File: config.mk
export PLATFORM = sky130hd
export DESIGN_NAME = instr_fetch_queue_flat
export DESIGN_NICKNAME = d
export VERILOG_FILES = /design/src/rtl/instr_fetch_queue_pkg.sv /design/src/rtl/instr_fetch_queue_if.sv /design/src/rtl/instr_fetch_queue_fetch_queue.sv /design/src/rtl/instr_fetch_queue.sv /design/src/flat_wrapper.sv
export SDC_FILE = /design/constraint.sdc
export NUM_CORES = 1
export LEC_CHECK = 0
export CORE_ASPECT_RATIO = 1.1
export CORE_MARGIN = 1.5
export CORE_UTILIZATION = 53
export DETAILED_ROUTE_END_ITERATION = 6
export PLACE_DENSITY = 0.85
export SLEW_MARGIN = 10
export SYNTH_ARGS = -nofsm -noshare
export SYNTH_HDL_FRONTEND = slang
export SYNTH_SLANG_ARGS = --single-unit
File: constraint.sdc
create_clock -name clk -period 6.4 [get_ports clk]
set_input_delay 1.92 -clock clk [delete_from_list [all_inputs] [get_ports clk]]
set_output_delay 1.92 -clock clk [all_outputs]
set_load 0.02 [all_outputs]
File: src/rtl/instr_fetch_queue_pkg.sv
// Shared types and constants for the SPU fetch front end: instruction word width,
// the LNOP filler shown on empty issue slots, and the queue entry layout.
package spu_fetch_pkg;

   localparam int WORD = 32;
   localparam logic [WORD-1:0] LNOP = 32'h0020_0000;
   localparam int POP_MAX = 2;

   typedef struct packed {
      logic [WORD-1:0] instr;
      logic [WORD-1:0] pc;
   } fq_entry_t;

endpackage

File: src/rtl/instr_fetch_queue_if.sv
// Bundles the IMEM line bus and the decode/issue head window of the fetch queue.
interface instr_fetch_queue_if
   import spu_fetch_pkg::*;
#(
   parameter int FETCH_W = 2,
   parameter int IMEM_AW = 11
);
   logic [IMEM_AW-1:0]      imem_addr;
   logic [FETCH_W*WORD-1:0] imem_rdata;
   logic [1:0]              pop_cnt;
   logic [WORD-1:0]         instr0;
   logic [WORD-1:0]         instr1;
   logic                    valid0;
   logic                    valid1;
   logic [WORD-1:0]         pc0;

   modport master (
      output imem_addr, instr0, instr1, valid0, valid1, pc0,
      input  imem_rdata, pop_cnt
   );

   modport slave (
      input  imem_addr, instr0, instr1, valid0, valid1, pc0,
      output imem_rdata, pop_cnt
   );
endinterface

File: src/rtl/instr_fetch_queue_fetch_queue.sv
// Circular buffer of fetched instructions: up to FETCH_W pushes and 2 pops per cycle,
// single-cycle flush; head and head+1 are read combinationally.
module fetch_queue
   import spu_fetch_pkg::*;
#(
   parameter  int FETCH_W  = 2,
   parameter  int FQ_DEPTH = 8,
   localparam int PTR_W    = $clog2(FQ_DEPTH),
   localparam int CNT_W    = PTR_W + 1,
   localparam int PUSH_W   = $clog2(FETCH_W + 1)
) (
   input  logic                          clk,
   input  logic                          reset,
   input  logic                          flush,
   input  logic [PUSH_W-1:0]             push_cnt,
   input  fq_entry_t [FETCH_W-1:0]       push_data,
   input  logic [1:0]                    pop_cnt,
   output fq_entry_t                     head0,
   output logic [WORD-1:0]               head1_instr,
   output logic [CNT_W-1:0]              count
);

   fq_entry_t        mem [FQ_DEPTH];
   logic [PTR_W-1:0] rd_ptr;
   logic [PTR_W-1:0] wr_ptr;
   logic [CNT_W-1:0] pop_eff;

   // Issue may ask for more than is buffered; only what exists is consumed.
   always_comb begin
      pop_eff = (pop_cnt > 2'(POP_MAX)) ? CNT_W'(POP_MAX) : CNT_W'(pop_cnt);
      if (pop_eff > count) pop_eff = count;
   end

   always_ff @(posedge clk) begin
      if (reset || flush) begin
         rd_ptr <= '0;
         wr_ptr <= '0;
         count  <= '0;
      end else begin
         rd_ptr <= rd_ptr + PTR_W'(pop_eff);
         wr_ptr <= wr_ptr + PTR_W'(push_cnt);
         count  <= count - pop_eff + CNT_W'(push_cnt);
      end
   end

   // push_cnt is already zero under reset/flush, so storage needs no reset.
   always_ff @(posedge clk) begin
      for (int i = 0; i < FETCH_W; i++) begin
         if (i < int'(push_cnt)) mem[wr_ptr + PTR_W'(i)] <= push_data[i];
      end
   end

   assign head0       = mem[rd_ptr];
   assign head1_instr = mem[rd_ptr + PTR_W'(1)].instr;

endmodule

File: src/rtl/instr_fetch_queue.sv
// Fetch front end: owns the PC, decides when an IMEM line is fetched and which slots are
// enqueued, and presents the queue head to issue. Define IF_PERF_EN for perf counters.
module instr_fetch_queue
   import spu_fetch_pkg::*;
#(
   parameter  int FETCH_W  = 2,
   parameter  int FQ_DEPTH = 8,
   parameter  int IMEM_AW  = 11,
   localparam int CNT_W    = $clog2(FQ_DEPTH) + 1
) (
   input  logic             clk,
   input  logic             reset,
   input  logic             stop_and_signal,
   input  logic             redirect,
   input  logic [WORD-1:0]  bta,
   output logic [WORD-1:0]  pc,
   output logic [CNT_W-1:0] fq_count,
`ifdef IF_PERF_EN
   output logic [31:0]      perf_fetch_lines,
   output logic [31:0]      perf_full_stalls,
   output logic [31:0]      perf_flushes,
`endif
   instr_fetch_queue_if.master bus
);

   localparam int LINE_B = FETCH_W * 4;
   localparam int OFF_W  = $clog2(FETCH_W);
   localparam int PUSH_W = $clog2(FETCH_W + 1);

   logic [WORD-1:0]          line_base;
   logic [OFF_W-1:0]         off;
   logic                     fire;
   logic [PUSH_W-1:0]        push_cnt;
   fq_entry_t [FETCH_W-1:0]  push_data;
   fq_entry_t                head0;
   logic [WORD-1:0]          head1_instr;
   int                       slot;

   assign off           = pc[2 +: OFF_W];
   assign line_base     = pc & ~WORD'(LINE_B - 1);
   assign bus.imem_addr = line_base[IMEM_AW-1:0];

   // Free space is judged before this cycle's pops, so a fire never depends on issue.
   assign fire = !reset && !stop_and_signal && !redirect &&
                 ((CNT_W'(FQ_DEPTH) - fq_count) >= CNT_W'(FETCH_W));

   assign push_cnt = fire ? PUSH_W'(FETCH_W - int'(off)) : '0;

   // Slots before the PC's word offset are skipped; the rest are compacted to the front.
   always_comb begin
      push_data = '0;
      slot      = 0;
      for (int i = 0; i < FETCH_W; i++) begin
         slot = int'(off) + i;
         if (slot < FETCH_W) begin
            push_data[i].instr = bus.imem_rdata[(FETCH_W-1-slot)*WORD +: WORD];
            push_data[i].pc    = line_base + WORD'(slot * 4);
         end
      end
   end

   always_ff @(posedge clk) begin
      if (reset)         pc <= '0;
      else if (redirect) pc <= bta & ~WORD'(3);
      else if (fire)     pc <= line_base + WORD'(LINE_B);
   end

   fetch_queue #(
      .FETCH_W  (FETCH_W),
      .FQ_DEPTH (FQ_DEPTH)
   ) u_fq (
      .clk         (clk),
      .reset       (reset),
      .flush       (redirect),
      .push_cnt    (push_cnt),
      .push_data   (push_data),
      .pop_cnt     (bus.pop_cnt),
      .head0       (head0),
      .head1_instr (head1_instr),
      .count       (fq_count)
   );

   assign bus.valid0 = fq_count >= CNT_W'(1);
   assign bus.valid1 = fq_count >= CNT_W'(2);
   assign bus.instr0 = bus.valid0 ? head0.instr : LNOP;
   assign bus.instr1 = bus.valid1 ? head1_instr : LNOP;
   assign bus.pc0    = bus.valid0 ? head0.pc : '0;

`ifdef IF_PERF_EN
   function automatic logic [31:0] sat_inc(input logic [31:0] v);
      return (v == '1) ? v : v + 32'd1;
   endfunction

   always_ff @(posedge clk) begin
      if (reset) begin
         perf_fetch_lines <= '0;
         perf_full_stalls <= '0;
         perf_flushes     <= '0;
      end else begin
         if (fire) perf_fetch_lines <= sat_inc(perf_fetch_lines);
         if (!stop_and_signal && !fire && !redirect) perf_full_stalls <= sat_inc(perf_full_stalls);
         if (redirect) perf_flushes <= sat_inc(perf_flushes);
      end
   end
`endif

endmodule

File: src/flat_wrapper.sv
// flat-port wrapper written by rule: the top's interface ports become plain ports
module instr_fetch_queue_flat import spu_fetch_pkg::*;
#(
   parameter  int FETCH_W  = 2,
   parameter  int FQ_DEPTH = 8,
   parameter  int IMEM_AW  = 11,
   localparam int CNT_W    = $clog2(FQ_DEPTH) + 1
)
  (clk, reset, stop_and_signal, redirect, bta, pc, fq_count, bus_imem_addr, bus_instr0, bus_instr1, bus_valid0, bus_valid1, bus_pc0, bus_imem_rdata, bus_pop_cnt);
  instr_fetch_queue_if #(.FETCH_W(FETCH_W), .IMEM_AW(IMEM_AW)) bus_i ();
  input  logic clk;
  input  logic reset;
  input  logic stop_and_signal;
  input  logic redirect;
  input  logic [WORD-1:0] bta;
  output logic [WORD-1:0] pc;
  output logic [CNT_W-1:0] fq_count;
  output wire logic [$bits(bus_i.imem_addr)-1:0] bus_imem_addr;
  output wire logic [$bits(bus_i.instr0)-1:0] bus_instr0;
  output wire logic [$bits(bus_i.instr1)-1:0] bus_instr1;
  output wire logic [$bits(bus_i.valid0)-1:0] bus_valid0;
  output wire logic [$bits(bus_i.valid1)-1:0] bus_valid1;
  output wire logic [$bits(bus_i.pc0)-1:0] bus_pc0;
  input wire logic [$bits(bus_i.imem_rdata)-1:0] bus_imem_rdata;
  input wire logic [$bits(bus_i.pop_cnt)-1:0] bus_pop_cnt;
  assign bus_imem_addr = bus_i.imem_addr;
  assign bus_instr0 = bus_i.instr0;
  assign bus_instr1 = bus_i.instr1;
  assign bus_valid0 = bus_i.valid0;
  assign bus_valid1 = bus_i.valid1;
  assign bus_pc0 = bus_i.pc0;
  assign bus_i.imem_rdata = bus_imem_rdata;
  assign bus_i.pop_cnt = bus_pop_cnt;
  instr_fetch_queue #(.FETCH_W(FETCH_W), .FQ_DEPTH(FQ_DEPTH), .IMEM_AW(IMEM_AW)) u_core (.clk(clk), .reset(reset), .stop_and_signal(stop_and_signal), .redirect(redirect), .bta(bta), .pc(pc), .fq_count(fq_count), .bus(bus_i));
endmodule
layer_met1.png
Drawn at 1.5 px/um. Cells faint in the background.
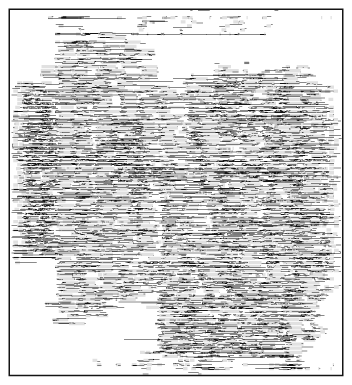
main direction: horizontal
share of all routed wire: 35%
wire length on this layer: 26.0 mm
nets with wire on the layer: 1,861
longest straight run: 51.5 um
routed wire length: 74,300 um
via count: 17.8k
M1 GR Usage: 34.0%

layer_met2.png
Drawn at 2 px/um.
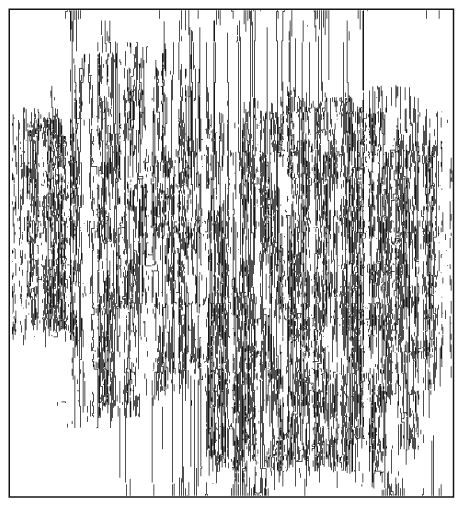
share of all routed wire: 51%
main direction: vertical
M2 GR Usage: 47.5%

layer_met3.png
Drawn at 1 px/um. Cells faint in the background.
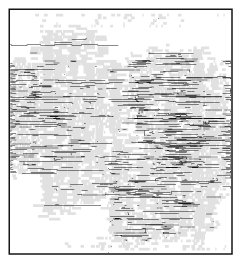
longest straight run: 63.0 um
share of all routed wire: 11%
main direction: horizontal
nets with wire on the layer: 389
met3 Usage GRT: 5.39%

==> flow_metrics.tcl <==
# yosys + openroad results
set metrics [dict create \
    powerSeq_mw 4.07 \
    fmax_mhz 183 \
    cp_slowest_cell "dfxtp_4" \
    power_density_nw_per_um2 338 \
    first_pass_iters 5 \
    ff_type "edfxtp_1" \
    status "completed" \
    insertion_delay_ns 0.60 \
    top_layer_used "met5" \
    grt_busiest_layer "met2" \
    post-place-ws_ns 1.02 \
    syn-cell-area_um2 27800 \
    core_util_floorplan_pct 54.0 \
    r2r_cells 9 \
    route.met3.wl_um 8070 \
    hold_viol 0 \
    cts_tree "yes" \
    core_um2 51500 \
    switching_share_pct 32.8 \
    synth-warning-count 0 \
    cp_max_fo 28 \
    overflow 0 \
    synth_top_cell_by_count "edfxtp_1" \
    pwr-share-clk_pct 27.9 \
    flop-count 536 \
    worstPathRequired_ns 4.48 \
    final.fill_count 3648 \
    grt_max_degree 149 \
    netlist_instances 2024 \
    power_frac_seq_pct 38.5 \
    dpl_cell_area_um2 29600 \
    rsz0062_at_grt "no" \
    register_area_um2 15700 \
    final-clk-cell-share_pct 5.14 \
    yosys.area.top_type "edfxtp_1" \
    fin_setup_tns_ns 0 \
    p_leak_nw 9.41 \
    tool_warnings 36 \
    ys_seq_share_pct 56.5 \
    track_usage_pct 27.4 \
    r2r_end "u_core.u_fq.mem[6][43]$_DFFE_PP_" \
    cts_setup_buffers 0 \
    top_cells_by_count "496 x edfxtp_1, 342 x clkbuf_1, 257 x o2bb2ai_1" \
    critPathCapture "bus_instr1[12]" \
    setup_slack_ns 0.934 \
    wire_per_inst_um 28.7 \
    syn_area_per_cell_um2 13.7 \
    drc 0 \
    relSlewSlack_pct 18.2 \
    hold_class "flop to flop" \
    fp-row-count 87 \
    hold_end "u_core.u_fq.mem[0][23]$_DFFE_PP_" \
    vias_per_cell 6.89 \
    sh_comb_area_pct 32.7 \
    skew_ns 0.0196 \
    hold_ws_ns 0.628 \
    critPathTopFamily "buffers and inverters" \
    fp.dieW_um 221 \
    cts_buffer_depth 3 \
    ant_nets 0 \
    logic_gates 990 \
    path_buffers 2 \
    async_flop_share_pct 0 \
    finalCriticalPeriod_ns 5.47 \
    r2r-start "u_core.u_fq.count[1]$_SDFF_PP0_" \
    yosysChipArea_um2 27800 \
    area_growth_syn_to_layout_pct 12.5 \
    ys_cells 2024 \
    crit_path_max_incr_delay_ns 0.80 \
    fin_area_um2 31300 \
    slew_viol_final 0 \
    clkbuf_count 69 \
    inverters 18 \
    postCtsResizedCells 0 \
    antenna_cells 1 \
    min_from "u_core.pc[23]$_SDFFE_PP0P_" \
    p_int_mw 7.10 \
    path_clk_slew_ns 0.07 \
    cts_sinks 536 \
    fp.dieH_um 243 \
    crit_arrival_ns 3.55 \
    end_kind "output port" \
    largest_class "registers" \
    edf_count 496 \
    htreeDepth 2 \
    placed_cells 2494 \
    min_path_cells 0 \
    path_cells "xor2_4 -> buf_4 -> nand2_1 -> a21oi_1 -> clkdlybuf4s50_1" \
    cp_num_cells 5 \
    crit_start "u_core.u_fq.rd_ptr[2]$_SDFF_PP0_" \
    p_switching_mw 3.47 \
    combPwrFrac_pct 33.6 \
    grt_pass1_wl_um 111000 \
    wl_met1_um 26000 \
    num_io_pins 247 \
    comb_cell_power_mw 3.55 \
    finalPower_mw 10.6 \
    non_clock_buffer_count 283 \
    max_slew.worst_pin.slew_ns 1.23 \
    clock_power_mw 2.95 \
    numCtsBuffers 51 \
    ir_drop_uv 385 \
    buf_share_pct 9.05 \
    top_cell_area_share_pct 53.6 \
    grt_pass1_vias 18305 \
    drtIter0Drc 2398 \
    final_nets 2002 \
    startpoint_type "flop" \
    stdcell_count 2590 \
    combGateArea_um2 10200 \
    die-area_um2 53800 \
    period_used_pct 85.4 \
    ctsRootBufferMaster "clkbuf_16" \
    route.met2.wl_um 37900 \
    seq_area_share_pct 50.3 \
    hpwl_um 43400 \
    report.final.setup_viol 0 \
    cts_hold_buf 0 \
    synth_cell_types 58 \
    synth.area.top_cells "edfxtp_1 54%, mux4_2 15%, o2bb2ai_1 8.1%, clkbuf_1 4.6%, dfxtp_1 2.9%" \
    drive_above_1_share_pct 18.0 \
    maxPowerGroup "sequential cells" \
    antenna_found_initial 3 \
    io_buffers 237 \
    tap_cells 667 \
    regToRegSetupSlack_ns 2.32 \
    cap_violations 0 \
    crit_type "flop to output port" \
    final_util_pct 60.7 \
    gp_congestion 0.838 \
    ys_ff 536 \
]
==> cell usage in the layout (no fill, tap or decap), types with 9 or more instances in the layout <==
| master | Yosys | routed |
|---|---|---|
| edfxtp_1 | 496 | 496 |
| o2bb2ai_1 | 257 | 257 |
| clkdlybuf4s50_1 | 0 | 237 |
| mux4_2 | 188 | 188 |
| nand2_1 | 113 | 113 |
| nor2_1 | 86 | 85 |
| mux2i_1 | 72 | 72 |
| clkbuf_16 | 0 | 52 |
| buf_4 | 16 | 37 |
| a21oi_1 | 37 | 36 |
| dfxtp_1 | 40 | 36 |
| nand2b_1 | 34 | 34 |
| a31oi_1 | 19 | 19 |
| inv_1 | 18 | 18 |
| nand3_1 | 17 | 17 |
| ha_1 | 16 | 15 |
| or3_1 | 14 | 14 |
| clkbuf_1 | 342 | 14 |
| o211ai_1 | 13 | 13 |
| clkinv_2 | 0 | 12 |
| buf_12 | 0 | 9 |
==> cell families after synthesis <==
| group | Yosys count | synth area share (%) |
|---|---|---|
| AND-OR/OR-AND | 371 | 11.1 |
| adder cells (fa/ha/maj) | 20 | 1.01 |
| AND/OR/NAND/NOR | 320 | 5.44 |
| multiplexers | 262 | 17.9 |
| buffers and inverters | 504 | 7.75 |
| other | 1 | 0.0135 |
| flip-flops | 536 | 56.5 |
| XOR/XNOR | 10 | 0.315 |
==> sequential cells by signal, indices dropped and copies added, names as in the netlist <==
register and cells:
u_core.u_fq.wr_ptr 3, u_core.pc 30, u_core.u_fq.mem 496, u_core.u_fq.rd_ptr 3, u_core.u_fq.count 4
==> worst reg2reg max path, stage by stage, from the launching register on <==
cell and delay, ns:
dfxtp_1 0.50, inv_1 0.18, ha_1 0.32, o21ai_0 0.31, mux2i_4 0.40, a21oi_2 0.23, buf_4 0.33, nand3_1 0.26
o22ai_4 0.71, buf_4 0.49
No activity file was given, so power comes from the tool's default toggle rates.
